## config.mk

```make
export PLATFORM = sky130hd
export DESIGN_NAME = mem_lane_loader
export DESIGN_NICKNAME = d
export VERILOG_FILES = /design/src/rtl/open_mem_pkg.sv /design/src/rtl/mem_lane_loader.sv
export SDC_FILE = /design/constraint.sdc
export NUM_CORES = 1
export LEC_CHECK = 0
export ABC_CLOCK_PERIOD_IN_PS = 2850
export CAP_MARGIN = 10
export CORE_UTILIZATION = 45
export CTS_BUF_LIST = sky130_fd_sc_hd__clkbuf_4 sky130_fd_sc_hd__clkbuf_8
export DETAILED_ROUTE_END_ITERATION = 10
export GPL_ROUTABILITY_DRIVEN = 0
export HOLD_SLACK_MARGIN = 0.02
export PLACE_DENSITY_LB_ADDON = 0.15
export SLEW_MARGIN = 20
export SYNTH_ARGS = -nofsm -noshare
export SYNTH_HDL_FRONTEND = slang
export SYNTH_SLANG_ARGS = --single-unit
```

## constraint.sdc

```tcl
create_clock -name clk -period 2.85 [get_ports clk]
set_input_delay 0.7125 -clock clk [delete_from_list [all_inputs] [get_ports clk]]
set_output_delay 0.7125 -clock clk [all_outputs]
set_load 0.01 [all_outputs]
```

## src/rtl/open_mem_pkg.sv

```systemverilog
// Constants shared by the open_mem lane memory and its loader:
// default geometry and the loader FSM state encoding.
package open_mem_pkg;

  localparam int OM_AWIDTH = 2;
  localparam int OM_DWIDTH = 8;

  localparam logic [1:0] ST_IDLE = 2'd0;
  localparam logic [1:0] ST_FILL = 2'd1;
  localparam logic [1:0] ST_DONE = 2'd2;

  typedef logic [1:0] om_state_t;

endpackage

```

## src/rtl/mem_lane_loader.sv

```systemverilog
// Streams a frame of 2**AWIDTH upstream beats into consecutive open_mem lanes,
// one registered write per accepted beat, with abort and a completion pulse.
module mem_lane_loader
  import open_mem_pkg::*;
#(
  parameter int AWIDTH = OM_AWIDTH,
  parameter int DWIDTH = OM_DWIDTH
) (
  input  logic              clk,
  input  logic              rst,
  input  logic              i_start,
  input  logic              i_abort,
  input  logic              i_valid,
  input  logic [DWIDTH-1:0] i_data,
  output logic              o_ready,
  output logic              o_wr,
  output logic [AWIDTH-1:0] o_wlane,
  output logic [DWIDTH-1:0] o_wdata,
  output logic              o_busy,
  output logic              o_done,
  output logic [AWIDTH:0]   o_count
);

  localparam logic [AWIDTH-1:0] LANE_LAST = {AWIDTH{1'b1}};

  om_state_t         state_q, state_d;
  logic [AWIDTH-1:0] lane_q, lane_d;
  logic [AWIDTH:0]   count_q, count_d;
  logic              wr_q, wr_d;
  logic [AWIDTH-1:0] wlane_q, wlane_d;
  logic [DWIDTH-1:0] wdata_q, wdata_d;
  logic              done_q, done_d;
  logic              ready;
  logic              accept;

  // Ready depends only on state so upstream can never form a loop through i_valid.
  assign ready  = (state_q == ST_FILL);
  assign accept = ready & i_valid;

  always_comb begin
    state_d = state_q;
    lane_d  = lane_q;
    count_d = count_q;
    wr_d    = 1'b0;
    wlane_d = wlane_q;
    wdata_d = wdata_q;
    done_d  = (state_q == ST_DONE);

    case (state_q)
      ST_IDLE: begin
        if (i_start) begin
          state_d = ST_FILL;
          lane_d  = '0;
          count_d = '0;
        end
      end
      ST_FILL: begin
        // Abort takes priority over a beat presented in the same cycle.
        if (i_abort) begin
          state_d = ST_IDLE;
          lane_d  = '0;
          count_d = '0;
        end else if (accept) begin
          wr_d    = 1'b1;
          wlane_d = lane_q;
          wdata_d = i_data;
          lane_d  = lane_q + 1'b1;
          count_d = count_q + 1'b1;
          if (lane_q == LANE_LAST) begin
            state_d = ST_DONE;
          end
        end
      end
      ST_DONE: begin
        state_d = ST_IDLE;
      end
      default: begin
        state_d = ST_IDLE;
      end
    endcase
  end

  always_ff @(posedge clk or negedge rst) begin
    if (!rst) begin
      state_q <= ST_IDLE;
      lane_q  <= '0;
      count_q <= '0;
      wr_q    <= 1'b0;
      wlane_q <= '0;
      wdata_q <= '0;
      done_q  <= 1'b0;
    end else begin
      state_q <= state_d;
      lane_q  <= lane_d;
      count_q <= count_d;
      wr_q    <= wr_d;
      wlane_q <= wlane_d;
      wdata_q <= wdata_d;
      done_q  <= done_d;
    end
  end

  assign o_ready = ready;
  assign o_busy  = (state_q == ST_FILL);
  assign o_wr    = wr_q;
  assign o_wlane = wlane_q;
  assign o_wdata = wdata_q;
  assign o_done  = done_q;
  assign o_count = count_q;

endmodule

```

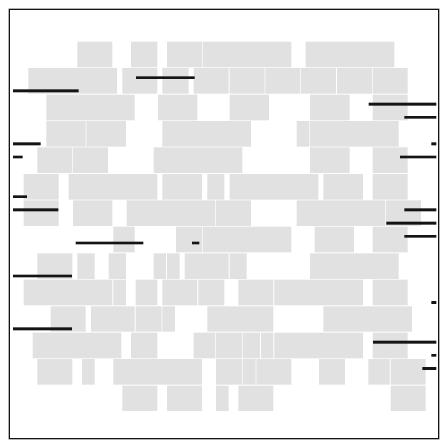
Fig. 1. M3 wires (run 1).
Cells faint in the background.
main direction: horizontal
longest straight run: 6.70 µm
share of all routed wire: 5.4%
fraction of met3 tracks used by global routing: 0.0367
detailed-route wire length: 1320 µm
detailed-route via count: 563

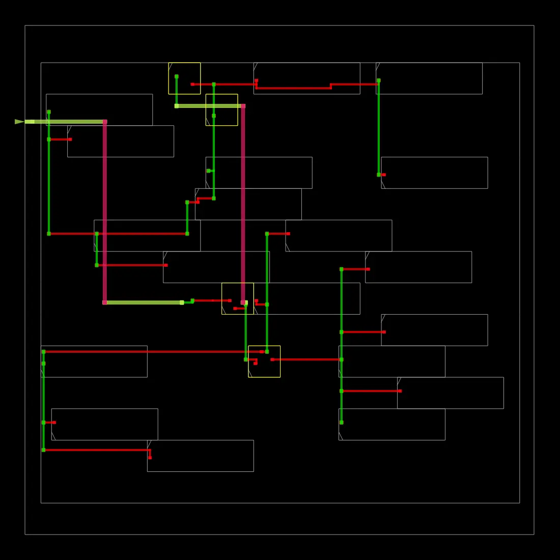
Fig. 2. Clock nets (run 1).
tally of clock buffers in the finished layout: 4
Inserted Clock Buffers: 3
insertion delay at the late pin of the worst-skew pair: 290 ps
Clk. pwr: 0.143 mW
Seq Cell Count: 19

==> summary.txt, run 1 <==
Implementation results. The flow ran to the end, and the final reports show no timing, DRC or antenna violations. Worst endpoint data arrival time landed at 1470 ps. For this run, the final setup violation count is recorded as 0.

In this run, the synthesized area fraction spent on adder and majority cells is recorded as 0.0315. The biggest slice of the total power is consumed by registers. By instance count, the leading cell after synthesis is sky130_fd_sc_hd__dfrtp_1.

The cell family contributing the most delay on the critical path is buffers and inverters. The layout report gives the multi-input gate share of total cell area as 0.254. STA classifies the critical path startpoint as a flop.

The script computed a power per unit cell area of 712 nW/µm². The die is 44.0 µm tall. The count of nets left with antenna violations once routing finished came out at 0.

Per the detail_route log, the uppermost layer with routed signals is met4. The placement report lists the number of port buffers as 29. Power consumed by combinational cells landed at 0.276 mW.

Between the synthesized netlist and the finished layout, the area growth was recorded as 41.4%. After clock tree synthesis, the clock-pin slew on the worst setup and hold paths is 100 ps. Fraction of synthesis flops using an asynchronous set or reset pin landed at 1.00. The synthesis run identifies the leading combinational cell family as multiplexers. Width of the chip landed at 44.0 µm. Met1 track utilization from global routing landed at 0.216. The most common logic cell in the final layout is sky130_fd_sc_hd__clkdlybuf4s50_1. The OpenROAD report gives the critical path a required time of 2140 ps.

Synthesized area divided by synthesized cell count landed at 13.5 µm². For this run, the top clock speed supported by timing is 459 MHz. The global routing stage identified its most utilized layer as met2.

In the final layout, the fill cell count is 131. Per Yosys stat, the portion of area used by sequential elements is 0.598. By startpoint and endpoint, the worst setup path is classified as reg2out. Number of global-route vias before repair landed at 524.

Final hold analysis gives a worst-case slack of 514 ps. After detailed routing, the met2 layer carries 609 µm of wire. Cell leakage power landed at 0.511 nW.

Yosys stat chip area landed at 795 µm². Across the routed clock network, the largest skew measured is 3.87 ps. For this run, the leading register cell type out of synthesis is sky130_fd_sc_hd__dfrtp_1.

Inverter tally of the final layout excluding the clock network landed at 4. The worst hold path terminates at o_wdata[5]$_DFFE_PN0P_. Flip-flop and latch area landed at 475 µm².

The flow reports power dissipated in sequential cells as 0.380 mW. Count of distinct cell types in the synthesized netlist landed at 19. Final cell count without fillers landed at 107. Detailed-route iteration 0 reported a violation count of 4. In this run the count of I/O pins placed on the die edge is 30. By area the synthesized netlist is led by sky130_fd_sc_hd__dfrtp_1, sky130_fd_sc_hd__mux2_2, sky130_fd_sc_hd__mux2i_1, sky130_fd_sc_hd__a21oi_1, sky130_fd_sc_hd__ha_1. Overall power of the completed layout landed at 0.800 mW.
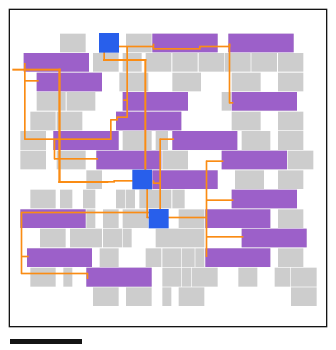
Fig. 3. Routed clock nets over the placement (run 1).
The bar under the picture is 10 µm long.
legend:
  purple:
    item: flip-flops
    count: 19
  orange:
    item: clock wires
    length: 223 µm
  blue:
    item: clock drivers
    count: 3
routed clock nets: 4
flops lie: widely spread

Fig. 4: run 1, wire density map
The bar under the picture is 10 µm long. 9 x 9 tiles, from white (low) to dark blue (high), scaled to the fullest tile. Values are wire area over tile area, all layers added.
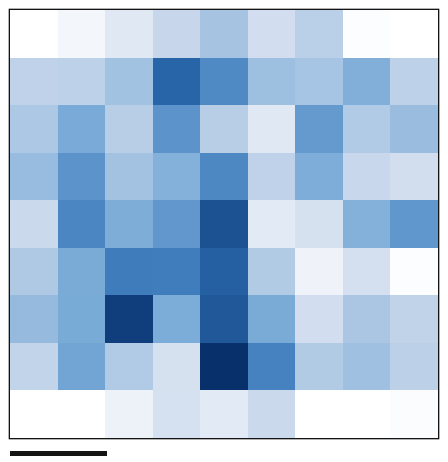

## Run 2: what changed since run 1
Settings changed: ABC_CLOCK_PERIOD_IN_PS 2850 to 2200, CORE_UTILIZATION 45 to 44.
Clock period 2.85 ns to 2.2 ns, I/O delays scaled along.
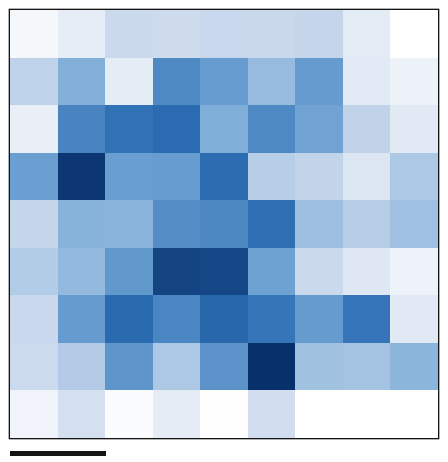
Fig. 5. Wire density map (run 2).
The bar under the picture is 10 µm long. 9 x 9 tiles, from white (low) to dark blue (high), scaled to the fullest tile. Values are wire area over tile area, all layers added.
nearly empty tiles: 6.2%
mean over tiles: 0.10
fullest tile: 0.26
densest ninth of the die: middle
detailed-route via count: 552
drt wl/cell: 11.0 µm
overall fraction of global-route tracks in use: 0.151

==> run 2 against run 1 <==
Worst hold slack got worse by 9.7 ps. Utilization grew 0.79 points. Clock skew fell by 2.8 ps. Highest routed layer unchanged. Die size is 2.2% higher. Design area is 2.2% higher. Sequential share of layout area decreased by 0.92 points. Sequential cell count unchanged. Final cell count grew 9.3%. Worst setup slack worse by 490 ps. Count of clock-buffer cells in the layout unchanged.
==> summary.txt, run 2 <==
Implementation results. The run finished with clean final reports. The routing usage on met3 is 0.0286 (-0.00816). Remaining antenna violation count after routing landed at 0 (unchanged). The count of distinct cell types in the synthesized netlist was 19 (unchanged). Clock transition at the registers of the reported paths landed at 100 ps (about the same). The highest metal layer carrying signal wires in the routed design is met4. The cell leakage power was 0.521 nW (+1.9%).

Worst endpoint data arrival time landed at 1470 ps (about the same). Number of DRC violations after detailed-routing iteration 0 landed at 1 (-3). The final cell count without fillers was 117 (+9.3%).

The layer flagged by global routing as most heavily used is met2. Total power density per cell area landed at 899 nW/µm² (+26%). The largest share of the power goes to registers.

Met1 track utilization from global routing landed at 0.172 (-0.0434). The number of sequential cells in the layout is 19 (unchanged). The total wire length was 1290 µm (-2.1%). The fraction of synthesis flops using an asynchronous set or reset pin is 1.00 (unchanged). Vertical die size landed at 44.5 µm (+1.1%). The flow reports an fmax of 495 MHz. Yosys instantiated no cell more often than sky130_fd_sc_hd__dfrtp_1. Number of primary I/O pins landed at 30 (unchanged). The worst setup path is of the reg2out kind.
Fig. 6: run 2, routed clock nets over the placement
The bar under the picture is 10 µm long.
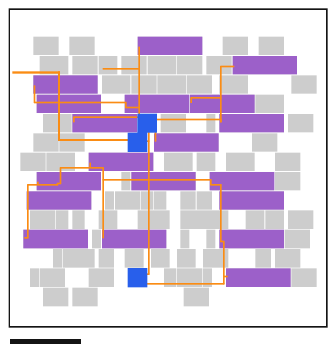

## Run 3: what changed since run 2
Settings changed: CORE_UTILIZATION 44 to 41, MAX_ROUTING_LAYER set to met4.
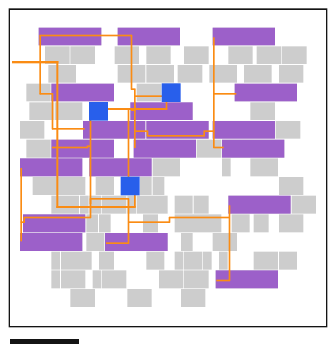
Fig. 7. Routed clock nets over the placement (run 3).
The bar under the picture is 10 µm long.
legend:
  purple:
    item: flip-flops
    count: 19
  orange:
    item: clock wires
    length: 248 µm
  blue:
    item: clock drivers
    count: 3
routed clock nets: 4
flops lie: widely spread
final setup skew: 5.51 ps
clock network fraction of total power: 0.172
Clk. pwr: 0.177 mW

==> run 3 against run 2 <==
Clock skew rose by 4.5 ps. Global-route usage up 0.94 points. Sequential cell count unchanged. Critical path type unchanged. Largest cell class unchanged. Highest routed layer unchanged. Design area fell by 0.11%.
==> summary.txt, run 3 <==
Implementation results. Count of TritonRoute iterations in the first routing pass landed at 2. At the end of the flow the core is filled with cells to 0.650. The fmax came to 492 MHz (-0.75%).

The total power density per cell area was 895 nW/µm² (-0.46%). Routing usage on met3 landed at 0.0476 (+0.0190). Total wire length landed at 1380 µm (+7.1%). The number of primary I/O pins was 30 (unchanged). Count of distinct cell types in the synthesized netlist landed at 19 (unchanged). The remaining antenna violation count after routing is 0 (unchanged). Vertical die size landed at 46.0 µm (+3.4%). Final cell count without fillers landed at 118 (+0.85%). For this run the top cell type by instance count after synthesis was sky130_fd_sc_hd__dfrtp_1. The worst hold path begins at lane_q[0]$_DFFE_PN0P_. The worst setup path is of the reg2out kind. The largest share of the power goes to registers.

Inserted tap cell count landed at 25. Number of buffers added by the clock tree synthesis step landed at 3. Portion of the layout cell area used by non-clock buffers landed at 0.273. Per the synth stats, the flop cell with the highest instance count is sky130_fd_sc_hd__dfrtp_1.

Cell leakage power landed at 0.521 nW (-0.13%). Met1 track utilization from global routing landed at 0.204 (+0.0311). Count of library flops with an enable pin landed at 0. Number of DRC violations after detailed-routing iteration 0 landed at 4 (+3). Ranking logic cells in the layout by count gives the top entries sky130_fd_sc_hd__clkdlybuf4s50_1, sky130_fd_sc_hd__dfrtp_1, sky130_fd_sc_hd__mux2_2, sky130_fd_sc_hd__a21oi_1, sky130_fd_sc_hd__inv_1. Worst endpoint data arrival time landed at 1480 ps (about the same). Of the total power, the share spent switching nets is 0.287. The clock transition at the registers of the reported paths is 110 ps (about the same). The share of the Yosys chip area taken by registers is 0.598. The area taken by multi-input combinational cells is reported as 285 µm². The global router reports that the layer with the highest usage is met2. Walking the worst path, the cells encountered are nor2b_1 -> clkdlybuf4s50_1. Detailed-route wire length per cell landed at 11.7 µm (+6.2%). Placed wire-length estimate landed at 1020 µm. After detailed routing, no signal wire sits above met4.

Per the area breakdown, the dominant cell category is sequential cells. The detailed router reports a met3 wire length of 52 µm. In this run the cell area of the synthesized design comes to 795 µm².

Aggregate global-route resource usage landed at 0.161 (+0.00939). Fraction of synthesis flops using an asynchronous set or reset pin landed at 1.00 (unchanged). The number of sequential cells in the layout is 19 (unchanged).

Total via count after detailed routing landed at 540 (-2.2%). The flow ran to the end, and the final reports show no timing, DRC or antenna violations.
Power figures rest on the tool's default switching activity, not on a simulated workload.
